$ cat src/rtl/edge_frame_collector_if.sv
// edge_frame_collector_if
// Ready/valid output stream carrying tagged edge pixels.
//   m_data  : 8-bit pixel
//   m_sof   : pixel is row 0, col 0
//   m_eol   : pixel is the last column of a line
//   m_eof   : pixel is the last pixel of a frame
//   m_valid : beat available (source -> sink)
//   m_ready : sink accepts (sink -> source)
// Modports: master (collector side), slave (downstream side).
interface edge_frame_collector_if;
   logic [7:0] m_data;
   logic       m_sof;
   logic       m_eol;
   logic       m_eof;
   logic       m_valid;
   logic       m_ready;

   modport master (
      output m_data, m_sof, m_eol, m_eof, m_valid,
      input  m_ready
   );

   modport slave (
      input  m_data, m_sof, m_eol, m_eof, m_valid,
      output m_ready
   );
endinterface

$ cat src/rtl/edge_frame_collector.sv
// edge_frame_collector
// Receive-side sink for a free-running edge-pixel stream. Every valid input
// pixel advances a column/row position inside an IMG_W x IMG_H frame; the
// pixel is tagged (sof/eol/eof) from that position and pushed into a
// show-ahead FIFO that feeds a ready/valid output. The input cannot be
// stalled, so a pixel arriving on a full FIFO is dropped and the sticky
// overflow flag is raised; the position counters advance regardless so
// later pixels keep their frame coordinates.
//
// Ports:
//   clk            : clock, rising edge
//   rstN           : asynchronous active-low reset
//   pixel_in       : 8-bit edge pixel
//   pixel_in_valid : pixel_in valid this cycle (no backpressure)
//   m              : edge_frame_collector_if.master output stream
//   overflow       : sticky, at least one input pixel was dropped
//   frame_done     : one-cycle pulse after the m_eof beat transfers
//   edge_count     : nonzero pixels in the last complete input frame
//
// Optional feature macro: EDGE_COUNT_EN
//   defined   -> per-frame nonzero pixel counter drives edge_count
//   undefined -> edge_count is tied to zero
module edge_frame_collector #(
   parameter int IMG_W      = 512,
   parameter int IMG_H      = 512,
   parameter int FIFO_DEPTH = 16,
   localparam int ECW       = $clog2(IMG_W * IMG_H + 1)
) (
   input  logic                   clk,
   input  logic                   rstN,
   input  logic [7:0]             pixel_in,
   input  logic                   pixel_in_valid,
   edge_frame_collector_if.master m,
   output logic                   overflow,
   output logic                   frame_done,
   output logic [ECW-1:0]         edge_count
);

   // Degenerate 1-wide / 1-high frames still need a 1-bit counter.
   localparam int CW = (IMG_W > 1) ? $clog2(IMG_W) : 1;
   localparam int RW = (IMG_H > 1) ? $clog2(IMG_H) : 1;
   localparam int AW = $clog2(FIFO_DEPTH);
   localparam int NW = $clog2(FIFO_DEPTH + 1);

   localparam logic [CW-1:0] COL_LAST = CW'(IMG_W - 1);
   localparam logic [RW-1:0] ROW_LAST = RW'(IMG_H - 1);
   localparam logic [NW-1:0] FULL_CNT = NW'(FIFO_DEPTH);

   // FIFO entry layout: {pixel[10:3], sof[2], eol[1], eof[0]}
   logic [CW-1:0] col_r;
   logic [RW-1:0] row_r;
   logic [10:0]   mem_r [FIFO_DEPTH];
   logic [AW-1:0] wr_ptr_r;
   logic [AW-1:0] rd_ptr_r;
   logic [NW-1:0] count_r;
   logic          overflow_r;
   logic          frame_done_r;

   logic          sof_s;
   logic          eol_s;
   logic          eof_s;
   logic          valid_s;
   logic          wr_s;
   logic          rd_s;
   logic [10:0]   head_s;
   logic [7:0]    out_data_s;
   logic          out_sof_s;
   logic          out_eol_s;
   logic          out_eof_s;

   // Position tags derived from the pre-increment counters.
   always_comb begin
      sof_s = (col_r == {CW{1'b0}}) && (row_r == {RW{1'b0}});
      eol_s = (col_r == COL_LAST);
      eof_s = (col_r == COL_LAST) && (row_r == ROW_LAST);
   end

   // FIFO handshake: a read frees a slot in the same cycle, so a full FIFO
   // being drained still accepts the incoming pixel.
   always_comb begin
      valid_s = (count_r != {NW{1'b0}});
      rd_s    = valid_s && m.m_ready;
      wr_s    = pixel_in_valid && ((count_r < FULL_CNT) || rd_s);
      head_s  = mem_r[rd_ptr_r];
   end

   // Output gating keeps data and tags at zero whenever no beat is offered.
   always_comb begin
      if (valid_s) begin
         out_data_s = head_s[10:3];
         out_sof_s  = head_s[2];
         out_eol_s  = head_s[1];
         out_eof_s  = head_s[0];
      end else begin
         out_data_s = 8'h00;
         out_sof_s  = 1'b0;
         out_eol_s  = 1'b0;
         out_eof_s  = 1'b0;
      end
   end

   assign m.m_data  = out_data_s;
   assign m.m_sof   = out_sof_s;
   assign m.m_eol   = out_eol_s;
   assign m.m_eof   = out_eof_s;
   assign m.m_valid = valid_s;
   assign overflow   = overflow_r;
   assign frame_done = frame_done_r;

   // Frame position counters; advance on every valid pixel, stored or not.
   always_ff @(posedge clk or negedge rstN) begin
      if (!rstN) begin
         col_r <= {CW{1'b0}};
         row_r <= {RW{1'b0}};
      end else if (pixel_in_valid) begin
         if (col_r == COL_LAST) begin
            col_r <= {CW{1'b0}};
            if (row_r == ROW_LAST) begin
               row_r <= {RW{1'b0}};
            end else begin
               row_r <= row_r + RW'(1);
            end
         end else begin
            col_r <= col_r + CW'(1);
         end
      end else begin
         col_r <= col_r;
         row_r <= row_r;
      end
   end

   // FIFO storage; contents are don't-care until written since the output
   // is gated by valid.
   always_ff @(posedge clk) begin
      if (wr_s) begin
         mem_r[wr_ptr_r] <= {pixel_in, sof_s, eol_s, eof_s};
      end
   end

   // FIFO pointers and occupancy; pointers wrap naturally (power-of-two depth).
   always_ff @(posedge clk or negedge rstN) begin
      if (!rstN) begin
         wr_ptr_r <= {AW{1'b0}};
         rd_ptr_r <= {AW{1'b0}};
         count_r  <= {NW{1'b0}};
      end else begin
         if (wr_s) begin
            wr_ptr_r <= wr_ptr_r + AW'(1);
         end else begin
            wr_ptr_r <= wr_ptr_r;
         end
         if (rd_s) begin
            rd_ptr_r <= rd_ptr_r + AW'(1);
         end else begin
            rd_ptr_r <= rd_ptr_r;
         end
         case ({wr_s, rd_s})
            2'b10:   count_r <= count_r + NW'(1);
            2'b01:   count_r <= count_r - NW'(1);
            default: count_r <= count_r;
         endcase
      end
   end

   // Sticky drop flag and end-of-frame transfer pulse.
   always_ff @(posedge clk or negedge rstN) begin
      if (!rstN) begin
         overflow_r   <= 1'b0;
         frame_done_r <= 1'b0;
      end else begin
         overflow_r   <= overflow_r | (pixel_in_valid & ~wr_s);
         frame_done_r <= rd_s & head_s[0];
      end
   end

`ifdef EDGE_COUNT_EN
   logic [ECW-1:0] run_r;
   logic [ECW-1:0] edge_count_r;
   logic           nz_s;

   assign nz_s       = (pixel_in != 8'h00);
   assign edge_count = edge_count_r;

   // Per-frame nonzero counter at the input side, so dropped pixels count too.
   always_ff @(posedge clk or negedge rstN) begin
      if (!rstN) begin
         run_r        <= {ECW{1'b0}};
         edge_count_r <= {ECW{1'b0}};
      end else if (pixel_in_valid) begin
         if (eof_s) begin
            edge_count_r <= run_r + ECW'(nz_s);
            run_r        <= {ECW{1'b0}};
         end else begin
            run_r        <= run_r + ECW'(nz_s);
            edge_count_r <= edge_count_r;
         end
      end else begin
         run_r        <= run_r;
         edge_count_r <= edge_count_r;
      end
   end
`else
   assign edge_count = {ECW{1'b0}};
`endif

endmodule

$ cat src/flat_wrapper.sv
// flat-port wrapper written by rule: the top's interface ports become plain ports
module edge_frame_collector_flat 
#(
   parameter int IMG_W      = 512,
   parameter int IMG_H      = 512,
   parameter int FIFO_DEPTH = 16,
   localparam int ECW       = $clog2(IMG_W * IMG_H + 1)
)
  (clk, rstN, pixel_in, pixel_in_valid, overflow, frame_done, edge_count, m_m_data, m_m_sof, m_m_eol, m_m_eof, m_m_valid, m_m_ready);
  edge_frame_collector_if m_i ();
  input  logic clk;
  input  logic rstN;
  input  logic [7:0] pixel_in;
  input  logic pixel_in_valid;
  output logic overflow;
  output logic frame_done;
  output logic [ECW-1:0] edge_count;
  output wire logic [$bits(m_i.m_data)-1:0] m_m_data;
  output wire logic [$bits(m_i.m_sof)-1:0] m_m_sof;
  output wire logic [$bits(m_i.m_eol)-1:0] m_m_eol;
  output wire logic [$bits(m_i.m_eof)-1:0] m_m_eof;
  output wire logic [$bits(m_i.m_valid)-1:0] m_m_valid;
  input wire logic [$bits(m_i.m_ready)-1:0] m_m_ready;
  assign m_m_data = m_i.m_data;
  assign m_m_sof = m_i.m_sof;
  assign m_m_eol = m_i.m_eol;
  assign m_m_eof = m_i.m_eof;
  assign m_m_valid = m_i.m_valid;
  assign m_i.m_ready = m_m_ready;
  edge_frame_collector #(.IMG_W(IMG_W), .IMG_H(IMG_H), .FIFO_DEPTH(FIFO_DEPTH)) u_core (.clk(clk), .rstN(rstN), .pixel_in(pixel_in), .pixel_in_valid(pixel_in_valid), .m(m_i), .overflow(overflow), .frame_done(frame_done), .edge_count(edge_count));
endmodule
$ cat config.mk
export PLATFORM = sky130hd
export DESIGN_NAME = edge_frame_collector_flat
export DESIGN_NICKNAME = d
export VERILOG_FILES = /design/src/rtl/edge_frame_collector_if.sv /design/src/rtl/edge_frame_collector.sv /design/src/flat_wrapper.sv
export SDC_FILE = /design/constraint.sdc
export NUM_CORES = 1
export LEC_CHECK = 0
export ABC_CLOCK_PERIOD_IN_PS = 4700
export CORE_ASPECT_RATIO = 1.1
export CORE_MARGIN = 3
export CORE_UTILIZATION = 45
export DETAILED_ROUTE_END_ITERATION = 6
export GPL_ROUTABILITY_DRIVEN = 0
export HOLD_SLACK_MARGIN = 0.02
export PLACE_DENSITY = 0.75
export SETUP_SLACK_MARGIN = 0.02
export SLEW_MARGIN = 20
export SYNTH_ARGS = -nofsm -noshare
export SYNTH_HDL_FRONTEND = slang
export SYNTH_SLANG_ARGS = --single-unit
$ cat constraint.sdc
create_clock -name clk -period 4.7 [get_ports clk]
set_input_delay 0.47 -clock clk [delete_from_list [all_inputs] [get_ports clk]]
set_output_delay 0.47 -clock clk [all_outputs]
set_load 0.02 [all_outputs]
Figure 1. Clock distribution (run 1).
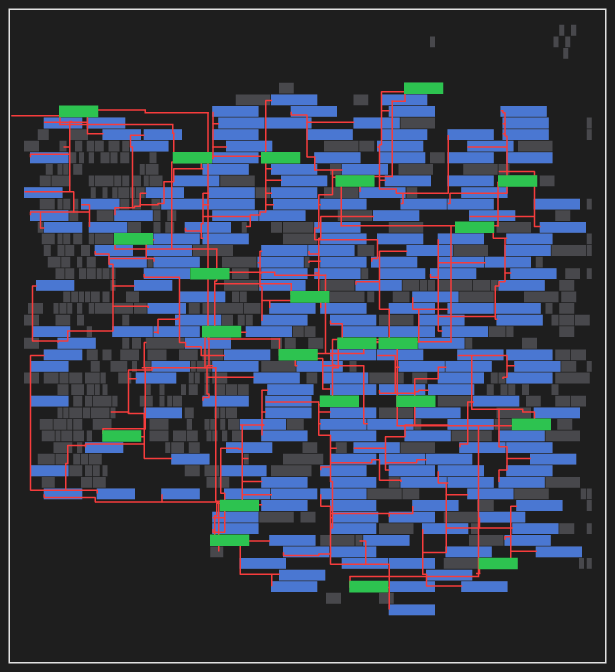
[red] clock wires | length: 2,400 um
[blue] flip-flops | count: 209
[green] clock drivers | count: 22
routed clock nets: 23
Clk pwr share: 0.278
Clock group: 0.00161 W
Max Clock Skew: 0.0111 ns
Clock Latency Late Sink: 0.50 ns

Figure 2. Ports around the boundary (run 1).
Pins as bars across the die edge, other pins in gray.
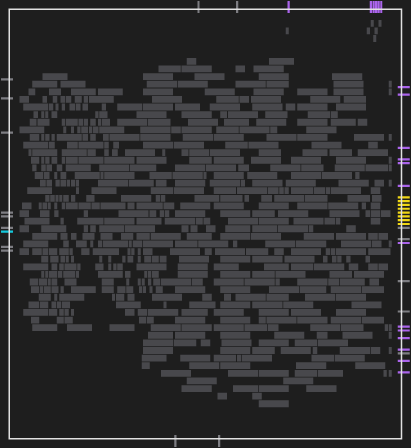
| color | port | pins | direction | edge |
|---|---|---|---|---|
| cyan | `overflow` | 1 | output | left |
| yellow | `m_m_data` | 8 | output | right |
| purple | `edge_count` | 19 | output | 13 right, 6 top |
all pins by edge: 26 right, 9 left, 8 top, 2 bottom
Port-buffer cells: 25
Die X: 140 um
Die H: 153 um

Figure 3. Met4 routing (run 1).
The bar under the picture is 50 um long.
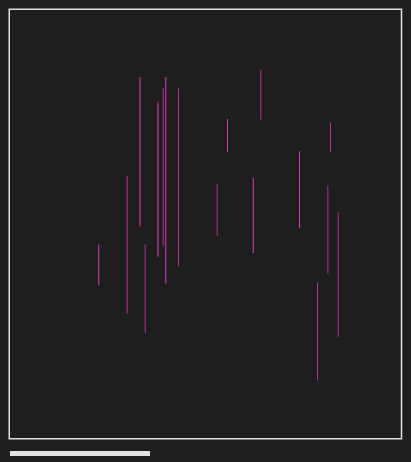
wire length on this layer: 617 um
nets with wire on the layer: 11
share of all routed wire: 3.6%
longest straight run: 73.4 um
main direction: vertical
final wirelength: 17,200 um
Vias: 4,575

==> results.sh, run 1 <==
# physical design summary
export IMPL_max_slew_margin=0.379
export IMPL_synthToLayoutAreaGrowth_pct=13.6
export IMPL_fp_util=0.460
export IMPL_lay_top_cells="176 x edfxtp_1, 39 x mux4_2, 31 x dfrtp_1, 25 x nand2_1, 25 x clkdlybuf4s50_1"
export IMPL_ys_sh_mux=0.146
export IMPL_xor_area_frac=0.0149
export IMPL_whs_ns=0.378
export IMPL_endpoint_kind="output pin"
export IMPL_yosysSeqAreaShare=0.691
export IMPL_ys_cells=517
export IMPL_path_max_fanout=28
export IMPL_ys_area_um2=8840
export IMPL_core_area_um2=19200
export IMPL_grt_pass1_vias=4805
export IMPL_comb_power_share=0.294
export IMPL_cp_slowest_cell="dfrtp_2"
export IMPL_comb_share=0.247
export IMPL_ant_nets=0
export IMPL_synthFlopType="edfxtp_1"
export IMPL_logic_gates=270
export IMPL_p_total_w=0.00578
export IMPL_yosys_area_share_simple=0.0542
export IMPL_yosys_area_top_type_share=0.598
export IMPL_antennaDiodeCount=0
export IMPL_power_density_nw_per_um2=576
export IMPL_ys_seq_elements=209
export IMPL_required_ns=4.23
export IMPL_detailed_place_hpwl_um=10500
export IMPL_period_minus_slack_ns=3.65
export IMPL_cts_resized=0
export IMPL_syn_area_um2=8840
export IMPL_instances_no_fill=822
export IMPL_start_kind="flip-flop"
export IMPL_drt_met1_wl_um=7150
export IMPL_synthArstFlopShare=0.158
export IMPL_grtUsageMet2=0.263
export IMPL_drive_gt1_frac=0.202
export IMPL_drtPass1Iterations=5
export IMPL_hold_violations=0
export IMPL_clk_pin_slew_worst_paths_ns=0.06
export IMPL_fmax_mhz=274
export IMPL_pin_count=45
export IMPL_top_area_cell="edfxtp_1"
export IMPL_path_class="reg2out"
export IMPL_cp_arrival_ns=3.18
export IMPL_seq_share=0.609
export IMPL_register_area_um2=6110
export IMPL_yosys_warnings=0
export IMPL_common_cells="176 x edfxtp_1, 39 x mux4_2, 33 x dfrtp_1, 25 x nand2_1, 24 x nor2_1"
export IMPL_p_int_w=0.00399
export IMPL_grt_overflow_total=0
export IMPL_critPathMaxStageDelay_ns=0.72
export IMPL_period_used=0.777
export IMPL_setup_viol=0
export IMPL_cts_tree="done"
export IMPL_htreeDepth=1
export IMPL_pg_seq_w=0.00247
export IMPL_drcViolationCount=0
export IMPL_cts_sinks=209
export IMPL_cts_buffers=22
export IMPL_pwr_share_seq=0.428
export IMPL_post_cts_setup_buffer_count=0
export IMPL_area_leaders="edfxtp_1 60%, mux4_2 9.9%, dfrtp_1 9.3%"
export IMPL_power_leakage_nw=3.47
export IMPL_slew_violations=0
export IMPL_nClkBuffers=28
export IMPL_comb_cell_power_w=0.00170
export IMPL_dr_wl_met3_um=1080
export IMPL_synth_cell_type_count=45
export IMPL_power_leader="registers"
export IMPL_rows=53
export IMPL_wl_met2_um=8400
export IMPL_fin_ws_ns=1.05
export IMPL_bufAreaShareNonClock=0.0419
export IMPL_status="complete, no violations"
export IMPL_syn_inst=517
export IMPL_cp_num_buf_inv=2
export IMPL_synth_adder_area_share=0.0212
export IMPL_yosysMostFrequentCell="edfxtp_1"
export IMPL_tapCellCount=247
export IMPL_nets=586
export IMPL_grt_use_met3=0.0366
## run 1: sequential cells by signal, summed over array words and instances (netlist names)
register,cells
u_core.count_r,5
u_core.row_r,9
u_core.col_r,9
u_core.mem_r,176
u_core.rd_ptr_r,4
u_core.overflow,1
u_core.wr_ptr_r,4
u_core.frame_done,1
## run 1: path summary, 6_finish.rpt
path	cells past startpoint	to	start
hold / removal	2	u_core.row_r[1]	rstN
min in group clk	1	u_core.overflow	u_core.overflow
max in group asynchronous	2	u_core.rd_ptr_r[1]	rstN
hold reg to reg	1	u_core.overflow	u_core.overflow
setup reg to reg	11	u_core.count_r[4]	u_core.count_r[4]
setup / recovery	6	m_m_data[5]	u_core.rd_ptr_r[1]
Figure 4. Clock wiring as the flow saved it (run 1).
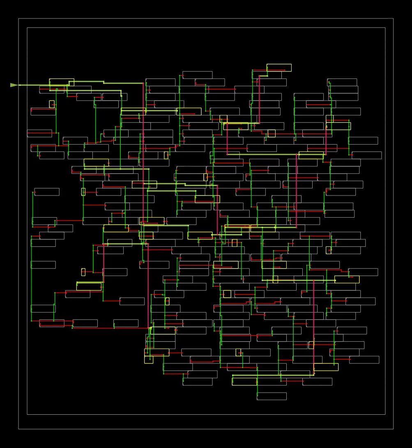

--- run 2 (diff from run 1) ---
--- a/config.mk
+++ b/config.mk
@@ -5,14 +5,14 @@
 export SDC_FILE = /design/constraint.sdc
 export NUM_CORES = 1
 export LEC_CHECK = 0
-export ABC_CLOCK_PERIOD_IN_PS = 4700
+export ABC_CLOCK_PERIOD_IN_PS = 3000
 export CORE_ASPECT_RATIO = 1.1
 export CORE_MARGIN = 3
 export CORE_UTILIZATION = 45
 export DETAILED_ROUTE_END_ITERATION = 6
 export GPL_ROUTABILITY_DRIVEN = 0
 export HOLD_SLACK_MARGIN = 0.02
-export PLACE_DENSITY = 0.75
+export PLACE_DENSITY = 0.77
 export SETUP_SLACK_MARGIN = 0.02
 export SLEW_MARGIN = 20
 export SYNTH_ARGS = -nofsm -noshare
==> constraint.sdc (replaced) <==
create_clock -name clk -period 3 [get_ports clk]
set_input_delay 0.3 -clock clk [delete_from_list [all_inputs] [get_ports clk]]
set_output_delay 0.3 -clock clk [all_outputs]
set_load 0.02 [all_outputs]
Figure 5. Clock wiring as the flow saved it (run 2).
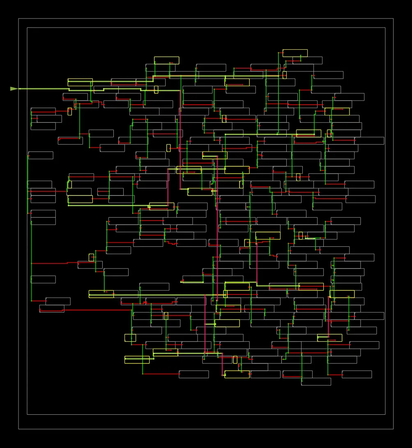
Max Clock Skew: 0.00758 ns
total CTS buffers: 22
Clock Latency Late Sink: 0.49 ns
clock sink count: 209

==> results.sh, run 2 <==
# physical design summary
export IMPL_setup_viol=0
export IMPL_ant_nets=0
export IMPL_clkPwrFrac=0.268
export IMPL_drcViolationCount=0
export IMPL_cts_tree="done"
export IMPL_rows=53
export IMPL_logic_gates=270
export IMPL_power_leader="registers"
export IMPL_clock_power_w=0.00243
export IMPL_setup_worst_path_start="u_core.rd_ptr_r[1]"
export IMPL_critPathCapture="m_m_eof"
export IMPL_comb_cell_power_w=0.00292
export IMPL_ys_cells=517
export IMPL_path_class="reg2out"
export IMPL_start_kind="flip-flop"
export IMPL_common_cells="176 x edfxtp_1, 39 x mux4_2, 33 x dfrtp_1, 25 x nand2_1, 24 x nor2_1"
export IMPL_max_slew_margin=0.410
export IMPL_critPathMaxStageDelay_ns=0.58
export IMPL_tapCellCount=247
export IMPL_period_minus_slack_ns=2.81
export IMPL_p_total_w=0.00908
export IMPL_hold_violations=0
export IMPL_endpoint_kind="output pin"
export IMPL_fmax_mhz=356
export IMPL_synthFlopType="edfxtp_1"
export IMPL_top_area_cell="edfxtp_1"
export IMPL_syn_inst=517
export IMPL_area_leaders="edfxtp_1 60%, mux4_2 9.9%, dfrtp_1 9.3%"
export IMPL_fillers=1503
export IMPL_drtPass1Iterations=5
export IMPL_whs_ns=0.212
export IMPL_seq_share=0.600
export IMPL_comb_power_share=0.322
export IMPL_p_int_w=0.00628
export IMPL_cp_num_buf_inv=2
export IMPL_yosys_area_share_simple=0.0542
export IMPL_ys_seq_elements=209
export IMPL_synthToLayoutAreaGrowth_pct=15.2
export IMPL_wl_um=17700
export IMPL_power_leakage_nw=3.59
export IMPL_yosysSeqAreaShare=0.691
export IMPL_edf_count=176
export IMPL_nets=606
export IMPL_period_used=0.936
export IMPL_cts_hold_buf=0
export IMPL_antennaDiodeCount=0
export IMPL_cp_depth=6
export IMPL_pwr_share_seq=0.410
export IMPL_grt_use_met3=0.0291
export IMPL_required_ns=2.70
export IMPL_lay_top_cells="176 x edfxtp_1, 39 x mux4_2, 37 x buf_4, 31 x dfrtp_1, 25 x nand2_1"
export IMPL_wl_met2_um=8840
export IMPL_yosysMostFrequentCell="edfxtp_1"
export IMPL_ys_sh_mux=0.146
export IMPL_nClkBuffers=31
export IMPL_ys_area_um2=8840
export IMPL_r2r_start="u_core.count_r[4]"
export IMPL_xor_area_frac=0.0149
export IMPL_reg2regPathDepth=11
export IMPL_synthArstFlopShare=0.158
export IMPL_cp_slowest_cell="mux4_1"
export IMPL_fp_util=0.460
export IMPL_dieHeight_um=153
export IMPL_path_max_fanout=14
export IMPL_grt_pass1_vias=4886
export IMPL_drive_gt1_frac=0.217
export IMPL_busiest_layer="met2"
export IMPL_grt_overflow_total=0
export IMPL_status="complete, no violations"
export IMPL_largestRegisters="u_core.mem_r: 176 flops, u_core.col_r: 9 flops, u_core.row_r: 9 flops"
export IMPL_power_density_nw_per_um2=891
export IMPL_detailed_place_hpwl_um=11000
export IMPL_slew_violations=0
export IMPL_r2r_end="u_core.count_r[4]"
export IMPL_largest_reg_flops=176
export IMPL_cp_arrival_ns=2.51
export IMPL_port_buffers=25
export IMPL_yosys_area_top_type_share=0.598
export IMPL_pg_seq_w=0.00373
export IMPL_yosys_warnings=0
export IMPL_core_area_um2=19200
export IMPL_clk_pin_slew_worst_paths_ns=0.06
export IMPL_pin_count=45
export IMPL_comb_share=0.244
export IMPL_max_flop_register="u_core.mem_r"
export IMPL_dr_wl_met3_um=1290
export IMPL_bufAreaShareNonClock=0.0588
export IMPL_synth_cell_type_count=45
export IMPL_dp_slack_ns=0.268
export IMPL_register_area_um2=6110
export IMPL_die_w_um=140
export IMPL_vias=4749
export IMPL_synth_adder_area_share=0.0212
export IMPL_drt_met1_wl_um=7250
export IMPL_grtUsageMet2=0.270
Figure 6. Cell sizes after repair (run 2).
The bar under the picture is 50 um long.
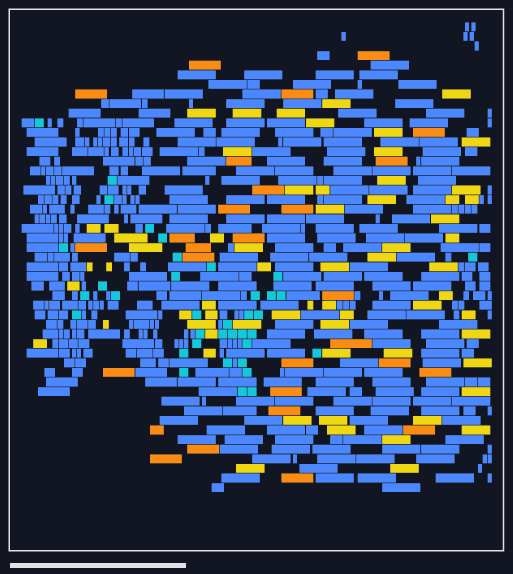
| color | size | cells | share |
|---|---|---|---|
| orange | _6 and larger | 28 | 4.7% |
| yellow | _2 cells | 64 | 11% |
| blue | _0 and _1 cells | 465 | 78% |
| cyan | _3 and _4 cells | 37 | 6.2% |
Worst Slack Setup Final: 0.193 ns
design area: 10,200 um2

[run 2: netlist changes by cell type in the layout (fill, tap and decap cells not counted), sizes merged]
cell	before	now
dlygate4sd2	0	9
clkbuf	28	33
bufbuf	0	1
clkinvlp	4	0
clkinv	8	7
buf	21	40
clkdlybuf4s50	25	14
inv	10	11
[run 2: what timing repair did]
action                                  in CTS  in global routing
setup buffers                                2                  0
gates resized                               13                  2
gates cloned                                 1                  0
endpoints found under the setup margin      10                  2
[run 2: through the flow]
| stage | utilization | instance area (um2) | cells |
|---|---|---|---|
| detailed placement | 0.495 | 9510 | 799 |
| global placement | 0.495 | 9510 | 799 |
| finish | 0.530 | 10200 | 841 |
| CTS | 0.530 | 10200 | 841 |
| global route | 0.530 | 10200 | 841 |
| floorplan | - | 8910 | 535 |
No activity file was given, so power comes from the tool's default toggle rates.
